==> run_1/pdn.png <==
Pins as bars on the die edge.
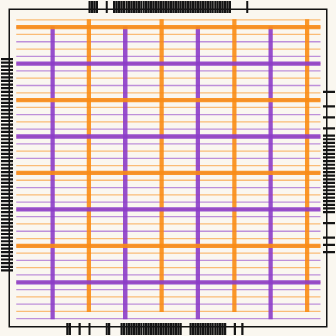
==> run_1/cell_classes.png <==
Bar = 20 um.
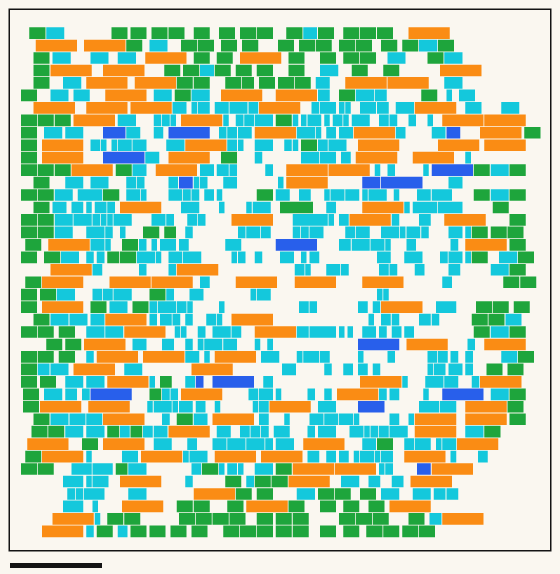
==> run_1/clock_map.png <==
Bar = 20 um.
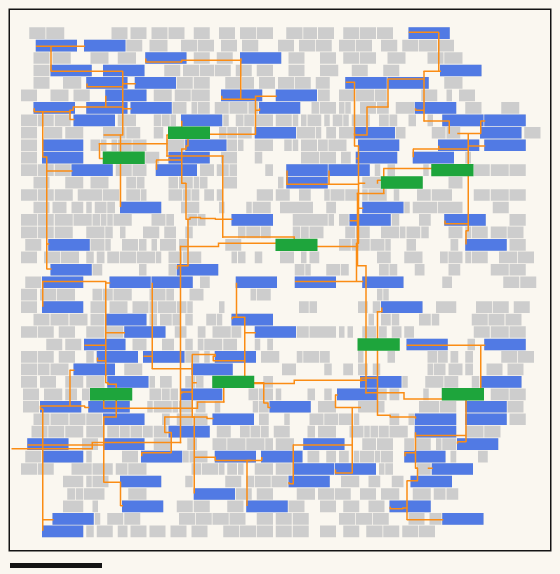
**src/rtl/eth_regs_pkg.sv**
```systemverilog
// Shared definitions for the Ethernet register block (read and write sides).
package eth_regs_pkg;

  // Register address map
  localparam logic [3:0] ADDR_MAC0   = 4'h0;
  localparam logic [3:0] ADDR_MAC1   = 4'h1;
  localparam logic [3:0] ADDR_MAC2   = 4'h2;
  localparam logic [3:0] ADDR_MC0    = 4'h3;
  localparam logic [3:0] ADDR_MC1    = 4'h4;
  localparam logic [3:0] ADDR_MC2    = 4'h5;
  localparam logic [3:0] ADDR_TXALR  = 4'h6;
  localparam logic [3:0] ADDR_MINLR  = 4'h7;
  localparam logic [3:0] ADDR_MAXLR  = 4'h8;
  localparam logic [3:0] ADDR_CR     = 4'h9;
  localparam logic [3:0] ADDR_RXCR   = 4'hA;
  localparam logic [3:0] ADDR_TXDDR  = 4'hB;
  localparam logic [3:0] ADDR_RXDTR  = 4'hC;
  localparam logic [3:0] ADDR_RXDWTR = 4'hD;
  localparam logic [3:0] ADDR_STATUS = 4'hE;
  localparam logic [3:0] ADDR_RXCNT  = 4'hF;

  // Sticky status bit positions
  localparam int unsigned STAT_TX_DONE = 0;
  localparam int unsigned STAT_RX_DONE = 1;
  localparam int unsigned STAT_RX_ERR  = 2;
  localparam int unsigned STAT_W       = 3;

  // Host read handshake states
  typedef enum logic [1:0] {
    ST_IDLE = 2'd0,
    ST_CAPT = 2'd1,
    ST_ACK  = 2'd2,
    ST_WAIT = 2'd3
  } rd_state_t;

  // Sticky update: clear what was read, new events always win
  function automatic logic [STAT_W-1:0] status_next(
    input logic [STAT_W-1:0] cur,
    input logic [STAT_W-1:0] clr,
    input logic [STAT_W-1:0] evt
  );
    return (cur & ~clr) | evt;
  endfunction

endpackage

```
**src/rtl/eth_evt_cnt.sv**
```systemverilog
// Saturating 16-bit event counter, cleared on read; an event in the
// clearing cycle is counted as the first event of the new interval.
module eth_evt_cnt (
  input  logic        clk,
  input  logic        res,
  input  logic        i_inc,
  input  logic        i_clr,
  output logic [15:0] o_cnt
);

  logic [15:0] r_cnt;

  // Count, saturate at all-ones, clear with increment taking priority
  always_ff @(posedge clk or posedge res) begin
    if (res) begin
      r_cnt <= '0;
    end else if (i_clr) begin
      r_cnt <= i_inc ? 16'd1 : '0;
    end else if (i_inc && (r_cnt != '1)) begin
      r_cnt <= r_cnt + 16'd1;
    end
  end

  assign o_cnt = r_cnt;

endmodule

```
**src/rtl/eth_regs_rd.sv**
```systemverilog
// Host read side of the Ethernet register block: 4-state read handshake,
// MAC/multicast snapshot shadows, sticky status with IRQ, rx frame counter.
module eth_regs_rd
  import eth_regs_pkg::*;
#(
  parameter int unsigned WIDTH = 16
) (
  input  logic             clk,
  input  logic             res,
  input  logic             rd_req,
  input  logic [3:0]       rd_addr,
  output logic [WIDTH-1:0] rd_data,
  output logic             rd_ack,
  input  logic [47:0]      mac_adr,
  input  logic [47:0]      multicast_adr,
  input  logic [4:0]       txalr,
  input  logic [9:0]       minlr,
  input  logic [12:0]      maxlr,
  input  logic             cr,
  input  logic [11:0]      rxcr,
  input  logic [1:0]       txddr,
  input  logic [7:0]       rxdtr,
  input  logic [15:0]      rxdwtr,
  input  logic             tx_done,
  input  logic             rx_done,
  input  logic             rx_err,
  output logic             irq
);

  rd_state_t          r_state;
  rd_state_t          w_next;
  logic               w_accept;
  logic               w_load;
  logic [3:0]         r_addr;
  logic [WIDTH-1:0]   r_rd_data;
  logic               r_rd_ack;
  logic [31:0]        r_mac_sh;
  logic [31:0]        r_mc_sh;
  logic [STAT_W-1:0]  r_status;
  logic [STAT_W-1:0]  w_evt;
  logic [STAT_W-1:0]  w_stat_clr;
  logic               w_cnt_clr;
  logic [15:0]        w_cnt;
  logic [15:0]        w_sel;
  logic               r_irq;

  // State register
  always_ff @(posedge clk or posedge res) begin
    if (res) begin
      r_state <= ST_IDLE;
    end else begin
      r_state <= w_next;
    end
  end

  // Next state and per-state strobes
  always_comb begin
    w_next   = r_state;
    w_accept = 1'b0;
    w_load   = 1'b0;
    case (r_state)
      ST_IDLE: begin
        if (rd_req) begin
          w_next   = ST_CAPT;
          w_accept = 1'b1;
        end
      end
      ST_CAPT: begin
        w_next = ST_ACK;
        w_load = 1'b1;
      end
      ST_ACK: begin
        w_next = ST_WAIT;
      end
      ST_WAIT: begin
        if (!rd_req) begin
          w_next = ST_IDLE;
        end
      end
      default: begin
        w_next = ST_IDLE;
      end
    endcase
  end

  // Latch the address when a request is accepted
  always_ff @(posedge clk or posedge res) begin
    if (res) begin
      r_addr <= '0;
    end else if (w_accept) begin
      r_addr <= rd_addr;
    end
  end

  // Read data select, narrow fields zero-extended
  always_comb begin
    w_sel = '0;
    case (r_addr)
      ADDR_MAC0:   w_sel = mac_adr[15:0];
      ADDR_MAC1:   w_sel = r_mac_sh[15:0];
      ADDR_MAC2:   w_sel = r_mac_sh[31:16];
      ADDR_MC0:    w_sel = multicast_adr[15:0];
      ADDR_MC1:    w_sel = r_mc_sh[15:0];
      ADDR_MC2:    w_sel = r_mc_sh[31:16];
      ADDR_TXALR:  w_sel = 16'(txalr);
      ADDR_MINLR:  w_sel = 16'(minlr);
      ADDR_MAXLR:  w_sel = 16'(maxlr);
      ADDR_CR:     w_sel = 16'(cr);
      ADDR_RXCR:   w_sel = 16'(rxcr);
      ADDR_TXDDR:  w_sel = 16'(txddr);
      ADDR_RXDTR:  w_sel = 16'(rxdtr);
      ADDR_RXDWTR: w_sel = rxdwtr;
      ADDR_STATUS: w_sel = 16'(r_status);
      ADDR_RXCNT:  w_sel = w_cnt;
      default:     w_sel = '0;
    endcase
  end

  // Clear-on-read strobes take effect only on the capture edge
  always_comb begin
    w_stat_clr = '0;
    w_cnt_clr  = 1'b0;
    if (w_load && (r_addr == ADDR_STATUS)) begin
      w_stat_clr = r_status;
    end
    if (w_load && (r_addr == ADDR_RXCNT)) begin
      w_cnt_clr = 1'b1;
    end
  end

  // Output data register, held until the next capture
  always_ff @(posedge clk or posedge res) begin
    if (res) begin
      r_rd_data <= '0;
    end else if (w_load) begin
      r_rd_data <= WIDTH'(w_sel);
    end
  end

  // Completion strobe registered from ACK so it appears two edges after acceptance
  always_ff @(posedge clk or posedge res) begin
    if (res) begin
      r_rd_ack <= 1'b0;
    end else begin
      r_rd_ack <= (r_state == ST_ACK);
    end
  end

  // Upper address words snapshotted when the low word is read
  always_ff @(posedge clk or posedge res) begin
    if (res) begin
      r_mac_sh <= '0;
      r_mc_sh  <= '0;
    end else if (w_load) begin
      if (r_addr == ADDR_MAC0) begin
        r_mac_sh <= mac_adr[47:16];
      end
      if (r_addr == ADDR_MC0) begin
        r_mc_sh <= multicast_adr[47:16];
      end
    end
  end

  always_comb begin
    w_evt               = '0;
    w_evt[STAT_TX_DONE] = tx_done;
    w_evt[STAT_RX_DONE] = rx_done;
    w_evt[STAT_RX_ERR]  = rx_err;
  end

  // Sticky status, events captured regardless of handshake state
  always_ff @(posedge clk or posedge res) begin
    if (res) begin
      r_status <= '0;
    end else begin
      r_status <= status_next(r_status, w_stat_clr, w_evt);
    end
  end

  // Interrupt registered from the status register
  always_ff @(posedge clk or posedge res) begin
    if (res) begin
      r_irq <= 1'b0;
    end else begin
      r_irq <= |r_status;
    end
  end

  eth_evt_cnt u_rx_cnt (
    .clk   (clk),
    .res   (res),
    .i_inc (rx_done),
    .i_clr (w_cnt_clr),
    .o_cnt (w_cnt)
  );

  assign rd_data = r_rd_data;
  assign rd_ack  = r_rd_ack;
  assign irq     = r_irq;

endmodule

```
**config.mk**
```make
export PLATFORM = sky130hd
export DESIGN_NAME = eth_regs_rd
export DESIGN_NICKNAME = d
export VERILOG_FILES = /design/src/rtl/eth_regs_pkg.sv /design/src/rtl/eth_evt_cnt.sv /design/src/rtl/eth_regs_rd.sv
export SDC_FILE = /design/constraint.sdc
export NUM_CORES = 1
export LEC_CHECK = 0
export CAP_MARGIN = 20
export CORE_MARGIN = 2
export CORE_UTILIZATION = 47
export CTS_CLUSTER_DIAMETER = 150
export DETAILED_ROUTE_END_ITERATION = 8
export GPL_TIMING_DRIVEN = 1
export PLACE_DENSITY = 0.8
export SETUP_SLACK_MARGIN = 0.02
export SLEW_MARGIN = 20
export SYNTH_ARGS = -nofsm -noshare
export SYNTH_HDL_FRONTEND = slang
export SYNTH_SLANG_ARGS = --single-unit
```
**constraint.sdc**
```tcl
create_clock -name clk -period 4.7 [get_ports clk]
set_input_delay 0.94 -clock clk [delete_from_list [all_inputs] [get_ports clk]]
set_output_delay 0.94 -clock clk [all_outputs]
set_load 0.01 [all_outputs]
```
==> out/metrics.yaml, run 1 <==
critical_path:
  worstPathMaxFanout: 32
  r2r_end: "r_mc_sh[25]"
  cp-start-kind: "flop"
  slowest_stage: "nand3_2"
  endpoint_kind: "flop"
  path_class: "reg2reg"
  cp.arrival_ns: 2.94
grt:
  antenna_found_initial: 0
  grt.met2_usage: 0.520
  grt_pass1_vias: 5901
final_timing:
  rsz0062_at_grt: "no"
  fin_tns_setup_ns: 0
  tightest_slew_ns: 1.05
  whs_ns: 0.500
worst_hold_path:
  hold_depth: 1
  min_to: "r_mac_sh[4]"
logic_synthesis:
  ys_sh_simple: 0.134
  yosysChipArea_um2: 6100
  yosys-top-cells-count: "107 x dfrtp_1, 74 x mux2_2, 41 x nor2_1"
  ys_sh_xor: 0.0158
  ys_ff: 107
  synthTopCellsByArea: "dfrtp_1 44%, mux2_2 14%, nor2_1 2.5%"
  ys_sh_adder: 0.0123
  yosysTopAreaCell: "dfrtp_1"
clock_network:
  htree_levels: 3
  cts-root-buf: "clkbuf_16"
pwr:
  p_total_mw: 4.88
  p_int_mw: 2.84
  p_seq_frac: 0.336
layout:
  clkCellAreaFrac: 0.0357
  seq_cells: 107
  clock_buffers: 10
placed_design:
  port_buffers: 190
  placedCellCount: 908
  gp_congestion: 0.907
  place_ws_ns: 1.87
route:
  first_pass_iters: 6
die:
  pin_count: 191
run:
  log.warning_count: 30
outcome:
  status: "complete, no violations"
Back to the opening pictures, pdn.png:
Key: VDD = orange; VSS = purple
8 straps on met5. 191 signal pins sit on the boundary. 42 met1 rails follow the rows.
Core Box Area: 12700 um2
Horiz. Die Dim: 118 um
VDD IR-drop max: 0.436 mV

Back to the opening pictures, cell_classes.png:
Key: flip-flops = orange [cells 107, share of their area 33%]; other buffers and delay cells = green [cells 199, share of their area 24%]; clock drivers and dummy loads = blue [cells 16, share of their area 3.7%]; all other logic = cyan [cells 431, share of their area 39%]
row count: 41
post-route core utilization: 0.659
Seq/total area: 0.321
final instance area: 8350 um2

Back to the opening pictures, clock_map.png:
Key: clock wires = orange [length 1360 um]; cells driving clock nets = green [count 9]; flip-flops = blue [count 107]
Position of the flops: all over the die. There are 10 routed clock nets.

==> run_1/metal_stack.png <==
Only two layers are drawn.
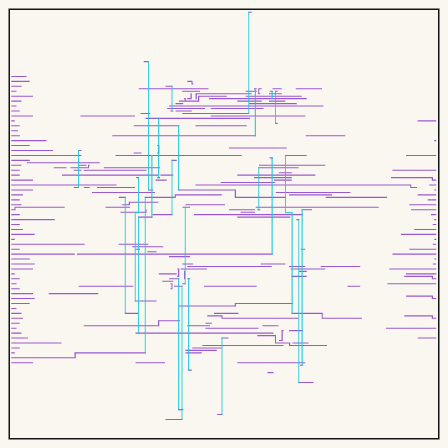

==> inputs of run 2 (changes only) <==
--- a/config.mk
+++ b/config.mk
@@ -7,11 +7,11 @@
 export LEC_CHECK = 0
 export CAP_MARGIN = 20
 export CORE_MARGIN = 2
-export CORE_UTILIZATION = 47
+export CORE_UTILIZATION = 43
 export CTS_CLUSTER_DIAMETER = 150
 export DETAILED_ROUTE_END_ITERATION = 8
 export GPL_TIMING_DRIVEN = 1
-export PLACE_DENSITY = 0.8
+export PLACE_DENSITY = 0.77
 export SETUP_SLACK_MARGIN = 0.02
 export SLEW_MARGIN = 20
 export SYNTH_ARGS = -nofsm -noshare
==> constraint.sdc (replaced) <==
create_clock -name clk -period 2.4 [get_ports clk]
set_input_delay 0.48 -clock clk [delete_from_list [all_inputs] [get_ports clk]]
set_output_delay 0.48 -clock clk [all_outputs]
set_load 0.01 [all_outputs]
==> run_2/metal_stack.png <==
Only two layers are drawn.
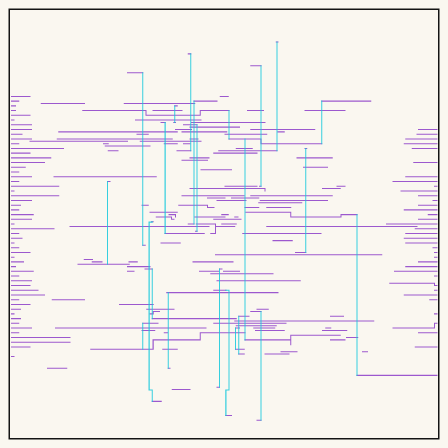
Key: met4 = cyan [wire length 642 um]; met3 = purple [wire length 1950 um]
Routed wire per std cell: 23.6 um
DR vias: 5793

==> run_2/final_clocks.png <==
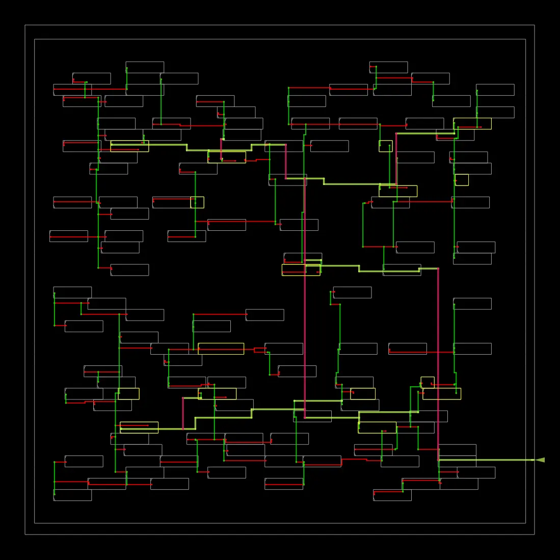
Num CTS Buffers: 9
Late-Pin Clk Latency: 0.37 ns
Clock net power: 1.63 mW
CTS sink count: 107
Layout Skew: 0.00860 ns

==> run_2/cell_classes.png <==
Bar = 20 um.
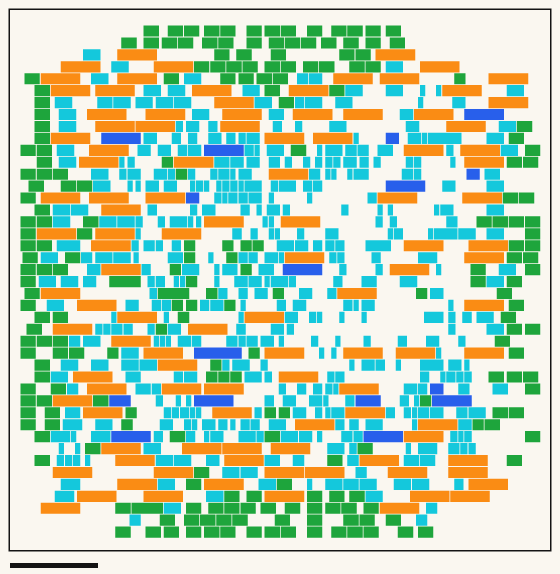
Key: clock drivers and dummy loads = blue [cells 16, share of their area 3.8%]; other buffers and delay cells = green [cells 225, share of their area 26%]; all other logic = cyan [cells 431, share of their area 38%]; flip-flops = orange [cells 107, share of their area 32%]
row count: 43
Seq/total area: 0.311

==> run 2 against run 1 <==
Against the previous run: synthesized cell count did not move; first-iteration DRC count rose by 30%; cell area grew 3.0%.
==> out/metrics.yaml, run 2 <==
pwr:
  p_int_mw: 5.92
  p_total_mw: 10.1
  p_seq_frac: 0.327
  peakVddDrop_mv: 0.680
  p_per_area_nw_per_um2: 1170
layout:
  biggestRegsByFlops: "r_mac_sh: 32 flops, r_mc_sh: 32 flops"
  utilization: 0.620
  n_antenna_cell: 0
  clock_buffers: 10
  final_cell_area_um2: 8600
  seq_cells: 107
  lay_top_cells: "190 x clkdlybuf4s50_1, 107 x dfrtp_1, 74 x mux2_2"
  clkCellAreaFrac: 0.0372
  nets: 953
clock_network:
  htree_levels: 3
  cts-root-buf: "clkbuf_16"
critical_path:
  path_class: "reg2reg"
  worstPathMaxFanout: 12
  cp-endpoint: "rd_data[3]"
  endpoint_kind: "flop"
  ff2ff_path_depth: 6
  slowest_stage: "dfrtp_1"
  r2r_end: "rd_data[3]"
  cp.arrival_ns: 2.33
placed_design:
  port_buffers: 190
  place_ws_ns: 0.287
  placedCellCount: 943
  gp_congestion: 0.989
  place_area_um2: 8280
grt:
  grt_pass1_vias: 5991
  grt.met2_usage: 0.500
  antenna_found_initial: 0
logic_synthesis:
  ys_sh_adder: 0.0123
  ys_cells: 581
  synth-seq-area-share: 0.439
  synthTopCellsByArea: "dfrtp_1 44%, mux2_2 14%, nor2_1 2.5%"
  ys_sh_xor: 0.0158
  yosysChipArea_um2: 6100
  ys_sh_simple: 0.134
  ys_ff: 107
  ys_top_logic_family: "multiplexers"
  yosys-top-cells-count: "107 x dfrtp_1, 74 x mux2_2, 41 x nor2_1"
  yosysTopAreaCell: "dfrtp_1"
die:
  pin_count: 191
  die_width_um: 123
  core_area_um2: 13900
outcome:
  status: "complete, no violations"
final_timing:
  rsz0062_at_grt: "no"
  tightest_slew_ns: 0.600
  fin_tns_setup_ns: 0
  final.setup.worst_slack_ns: 0.317
run:
  log.warning_count: 32
worst_hold_path:
  min_to: "r_mac_sh[17]"
  hold_depth: 1
==> inputs of run 3 (changes only) <==
--- a/config.mk
+++ b/config.mk
@@ -12,7 +12,6 @@
 export DETAILED_ROUTE_END_ITERATION = 8
 export GPL_TIMING_DRIVEN = 1
 export PLACE_DENSITY = 0.77
-export SETUP_SLACK_MARGIN = 0.02
 export SLEW_MARGIN = 20
 export SYNTH_ARGS = -nofsm -noshare
 export SYNTH_HDL_FRONTEND = slang
==> run_3/clock_map.png <==
Bar = 20 um.
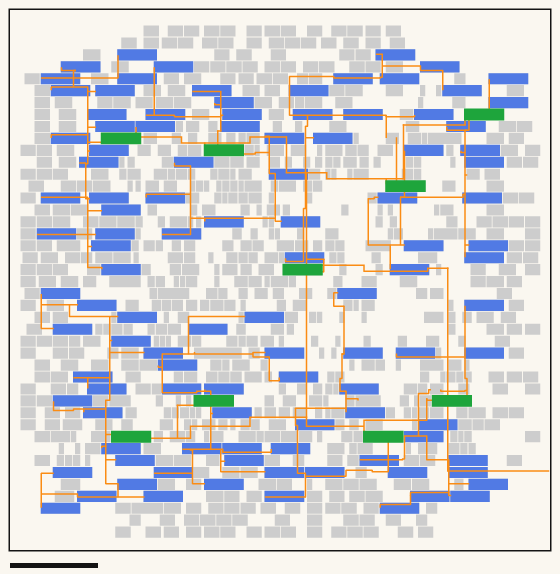
Key: cells driving clock nets = green [count 9]; flip-flops = blue [count 107]; clock wires = orange [length 1480 um]
Position of the flops: all over the die.
share of power burned in the clock network: 0.162

==> run_3/final_clocks.png <==
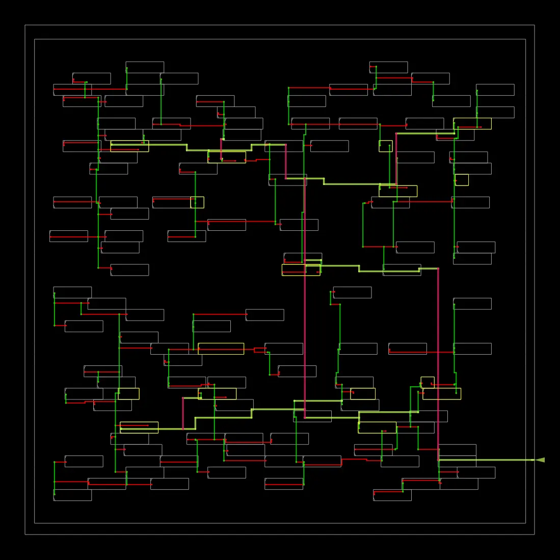
clock buffer count: 10
Seq cells: 107

==> run_3/metal_stack.png <==
Only two layers are drawn.
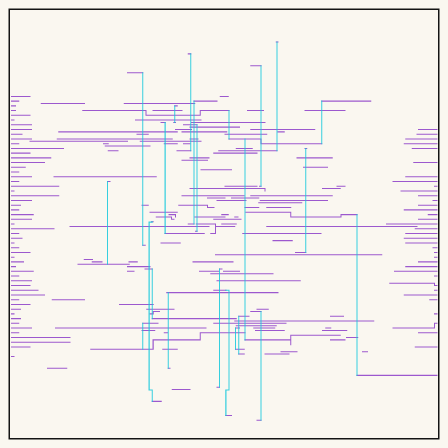
Key: met3 = purple [wire length 1950 um]; met4 = cyan [wire length 642 um]

==> run 3 against run 2 <==
Against the previous run: sequential share of layout area is the same; synthesized area is the same; core utilization is the same.
==> out/metrics.yaml, run 3 <==
layout:
  biggestRegsByFlops: "r_mac_sh: 32 flops, r_mc_sh: 32 flops"
  nNonClkInverters: 14
  seq-cell-share: 0.311
  clkCellAreaFrac: 0.0372
  utilization: 0.620
  lay_top_cells: "190 x clkdlybuf4s50_1, 107 x dfrtp_1, 74 x mux2_2"
  nets: 953
  n_antenna_cell: 0
  lay_top_count: "clkdlybuf4s50_1"
  final_cell_area_um2: 8600
critical_path:
  path_class: "reg2reg"
  endpoint_kind: "flop"
  slowest_stage: "dfrtp_1"
  cp.arrival_ns: 2.33
  r2r_end: "rd_data[3]"
  crit_start: "r_addr[0]"
  ff2ff_path_depth: 6
  cp_common_cell: "nor2_1"
  worstPathMaxFanout: 12
  cp-endpoint: "rd_data[3]"
  cp-start-kind: "flop"
final_timing:
  whs_ns: 0.503
  clock_skew_ns: 0.00860
  tightest_slew_ns: 0.600
  fin_tns_setup_ns: 0
  rsz0062_at_grt: "no"
pwr:
  p_int_mw: 5.92
  power_switching_share: 0.411
  pg_clk_mw: 1.63
  p_seq_frac: 0.327
  p_sw_mw: 4.14
  comb_cell_power_mw: 5.14
  p_per_area_nw_per_um2: 1170
die:
  pin_count: 191
  rows: 43
  core_area_um2: 13900
clock_network:
  cts.sinks: 107
  htree_levels: 3
  worstSkewPairLatency_ns: 0.37
  cts-root-buf: "clkbuf_16"
  numCtsBuffers: 9
  clock_path_buffers: 2
grt:
  grt_max_degree: 108
  antenna_found_initial: 0
  grt.met2_usage: 0.500
  grt_pass1_vias: 5991
logic_synthesis:
  avgSynthCellArea_um2: 10.5
  ys_sh_adder: 0.0123
  ys_cells: 581
  ys_top_logic_family: "multiplexers"
  synth.cellmix.compoundShare: 0.173
  synthTopCellsByArea: "dfrtp_1 44%, mux2_2 14%, nor2_1 2.5%"
  yosys-top-cells-count: "107 x dfrtp_1, 74 x mux2_2, 41 x nor2_1"
  yosysChipArea_um2: 6100
  ys_sh_simple: 0.134
  ys_sh_xor: 0.0158
  yosys_warnings: 0
  yosysTopAreaCell: "dfrtp_1"
  ys_ff: 107
  synth-seq-area-share: 0.439
route:
  drt_drc_violations_left: 0
  vias_per_cell: 6.04
  num_vias: 5793
  first_pass_iters: 5
  detail_route.wl_per_cell_um: 23.6
run:
  drv_cap: 0
placed_design:
  gp_congestion: 0.989
  place_ws_ns: 0.287
  port_buffers: 190
  place_area_um2: 8280
  placedCellCount: 943
outcome:
  status: "complete, no violations"
Power and IR drop assume default switching activity.
